Design stream_maxpool_relu_flat, sky130hd; sources not shown.
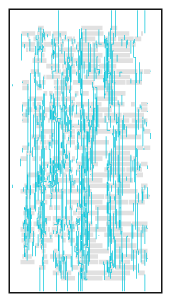
run_1/layer_met2.png
Scale: 2 px per um.
wire length on this layer: 4,590 um
share of all routed wire: 57%
nets with wire on the layer: 360
via count: 2,667
Detailed Route WL: 8130 um
grt met2 use: 31.1%

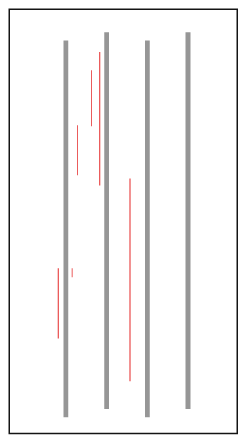
run_1/layer_met4.png
Scale: 3 px per um. Supply wires on this layer in gray.
wire length on this layer: 172 um
longest straight run: 67.3 um
share of all routed wire: 2.1%

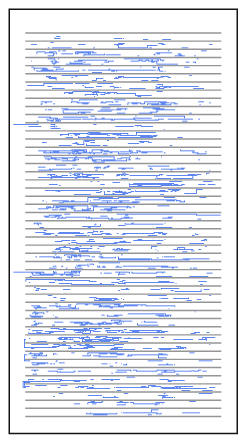
run_1/layer_met1.png
Scale: 3 px per um. Supply wires on this layer in gray.
share of all routed wire: 38%
main direction: horizontal
longest straight run: 26.5 um
wire length on this layer: 3,080 um
nets with wire on the layer: 388
M1 GR Usage: 18.5%

==> flow_summary.json, run 1 <==
{
  "synth-warning-count": 0,
  "ys_sh_aoi_pct": 3.62,
  "tightest_slew_ns": 0.854,
  "cts_setup_buffers": 0,
  "met3_usage_pct": 3.14,
  "mux_area_share_pct": 15.8,
  "grt_pass1_wl_um": 13400,
  "p_int_w": 0.000967,
  "path_cells": "clkdlybuf4s50_1 -> inv_1 -> ha_1 -> nand4_1 -> or3_4 -> a211o_1 -> nand4b_2 -> mux2i_2 -> buf_4 -> mux2i_1",
  "clockBufferCount": 10,
  "fin_ws_ns": 3.04,
  "cp_top_family": "buffers and inverters",
  "status": "completed",
  "end_kind": "flip-flop",
  "ys_seq_share_pct": 53.9,
  "layout_top_cell": "edfxtp_1",
  "yosysTopAreaCell": "edfxtp_1",
  "fin_util_pct": 61.9,
  "grt_use_total_pct": 17.0,
  "worstHoldPathCells": 2,
  "p_clk_share_pct": 33.2,
  "grt_overflow": 0,
  "ys_ff": 90,
  "top_layer_used": "met4",
  "largest_cell_class": "flip-flops and latches",
  "grt_pass1_vias": 2767,
  "cts_inserted_buffers": 9,
  "layout-drive-gt1-share_pct": 9.41,
  "layout_top_cells": "edfxtp_1 (60), nand2b_1 (49), clkdlybuf4s50_1 (36), mux2i_1 (33), dfxtp_1 (30)"
}
==> run 2: changes to the inputs <==
Settings changed: PLACE_DENSITY 0.7 to 0.73.
Clock period 7.6 ns to 3.8 ns, I/O delays scaled along.
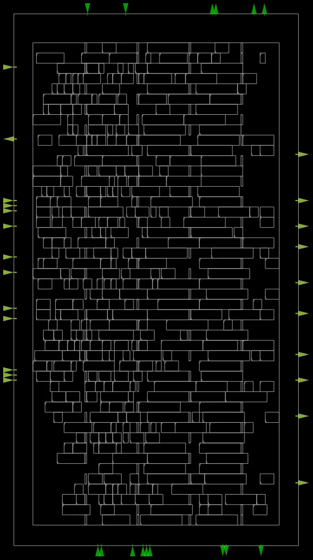
run_2/placement.png
tapcells inserted: 98
fin util: 62.9%
fraction of area in registers: 45.7%
num rows: 47
Finished Layout Cells: 500

==> run 2 against run 1 <==
Compared with the run above: clock-buffer cell count unchanged; wire length down 0.64%; sequential power up 99%; register-to-register slack worse by 3.6 ns; global-route usage about the same; highest routed layer unchanged.
==> flow_summary.json, run 2 <==
{
  "end_kind": "flip-flop",
  "path_cells": "clkdlybuf4s50_1 -> inv_1 -> ha_1 -> nand4_1 -> or3_4 -> a211o_1 -> nand4b_2 -> mux2i_2 -> buf_12 -> mux2i_1",
  "grtUsageMet2_pct": 30.6,
  "p_clk_share_pct": 34.0,
  "cts_inserted_buffers": 9,
  "grt_pass1_wl_um": 13500,
  "fin_ws_ns": 0.395,
  "layout_top_cells": "edfxtp_1 (60), nand2b_1 (49), clkdlybuf4s50_1 (36), mux2i_1 (33), dfxtp_1 (30)",
  "grt_use_total_pct": 17.0,
  "ys_ff": 90,
  "top_layer_used": "met4",
  "grt_overflow": 0,
  "p_int_w": 0.00196,
  "ys_seq_share_pct": 53.9,
  "largest_cell_class": "flip-flops and latches",
  "grt_pass1_vias": 2778,
  "tightest_slew_ns": 0.765,
  "met3_usage_pct": 3.42,
  "clockBufferCount": 10,
  "ys_sh_aoi_pct": 3.62,
  "mux_area_share_pct": 15.8,
  "cp_max_fo": 15,
  "worstHoldPathCells": 2,
  "layout-drive-gt1-share_pct": 11.9,
  "cp_top_family": "buffers and inverters",
  "layout_top_cell": "edfxtp_1",
  "status": "completed"
}
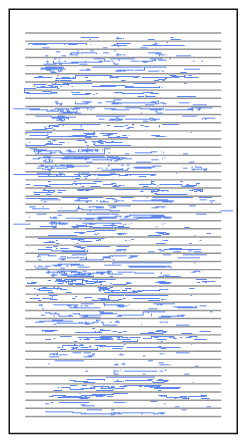
run_2/layer_met1.png
Scale: 3 px per um. Supply wires on this layer in gray.
wire length on this layer: 3,120 um
longest straight run: 20.2 um
share of all routed wire: 39%
Detailed Route WL: 8080 um
via count: 2,726
M1 GR Usage: 19.0%

==> run 3: changes to the inputs <==
Settings changed: PLACE_DENSITY 0.73 to 0.75.
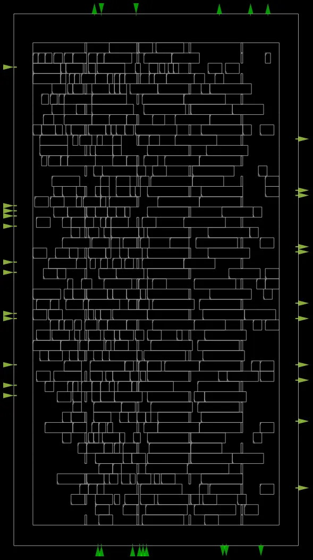
run_3/placement.png
core area: 8350 um^2
fin util: 62.8%
Finished Layout Cells: 501

==> run 3 against run 2 <==
Compared with the run above: flip-flop count stayed put; clock-buffer cell count is 1 higher; sequential share of layout area hardly changed; worst hold slack better by 0.00069 ns; critical path type unchanged; critical path depth stayed put.
==> flow_summary.json, run 3 <==
{
  "cp.arrival_ns": 3.42,
  "cp_max_fo": 7,
  "mux_area_share_pct": 15.8,
  "ff_type": "edfxtp_1",
  "sh_seq_area_pct": 45.8,
  "met3_usage_pct": 2.78,
  "buffers": 48,
  "worstHoldPathCells": 2,
  "finalPower_w": 0.00260,
  "cts.path.max_buffers": 2,
  "grt_overflow": 0,
  "clockBufferCount": 11,
  "layout_top_cell": "edfxtp_1",
  "grt_pass1_wl_um": 13700,
  "ys_chip_area_um2": 4460,
  "grtUsageMet2_pct": 29.7,
  "ys_ff": 90,
  "tightest_slew_ns": 0.748,
  "clock_area_share_pct": 5.77,
  "p_int_w": 0.00196,
  "end_kind": "flip-flop",
  "clock.fmax_mhz": 298,
  "buffer_area_share_pct": 8.58,
  "top_cell_area_share_pct": 40.4,
  "layout-drive-gt1-share_pct": 11.9,
  "synth_area_per_cell_um2": 12.5,
  "ys_seq_share_pct": 53.9,
  "layout_top_cells": "edfxtp_1 (60), nand2b_1 (49), clkdlybuf4s50_1 (36), mux2i_1 (33), dfxtp_1 (30)",
  "fillCellCount": 666,
  "edf_count": 60,
  "path_cells": "clkdlybuf4s50_1 -> inv_1 -> ha_1 -> nand4_1 -> or3_4 -> a211o_1 -> nand4b_2 -> mux2i_2 -> buf_4 -> mux2i_1",
  "p_clk_share_pct": 33.8,
  "regArea_um2": 2400,
  "largest_cell_class": "flip-flops and latches",
  "finalWirelength_um": 7890,
  "status": "completed",
  "clock-sinks": 90,
  "ys_sh_aoi_pct": 3.62,
  "synth-warning-count": 0,
  "top_layer_used": "met4",
  "fin_ws_ns": 0.449,
  "tap_cells": 98,
  "power_switching_w": 0.000642,
  "via_count": 2689,
  "grt_use_met1_pct": 19.3,
  "nets": 440,
  "ys_sh_adder_pct": 6.34,
  "cts_inserted_buffers": 9
}
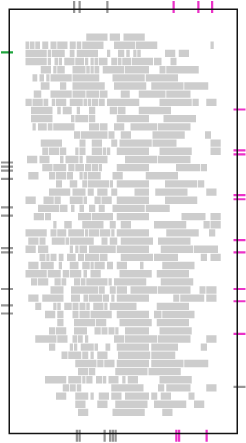
run_3/io_placement.png
Scale: 3 px per um. Pins as bars across the die edge, other pins in gray.
legend:
  clk:
    color: green
    pins: 1
    direction: input
    edge: west
  io_m_data_out_y:
    color: magenta
    pins: 16
    direction: output
    edge: 10 east, 3 north, 3 south
all pins by edge: 12 west, 11 east, 9 south, 6 north
Die X: 75.5 um
height of the die: 141 um
number of port buffers: 36

Power and IR drop assume default switching activity.
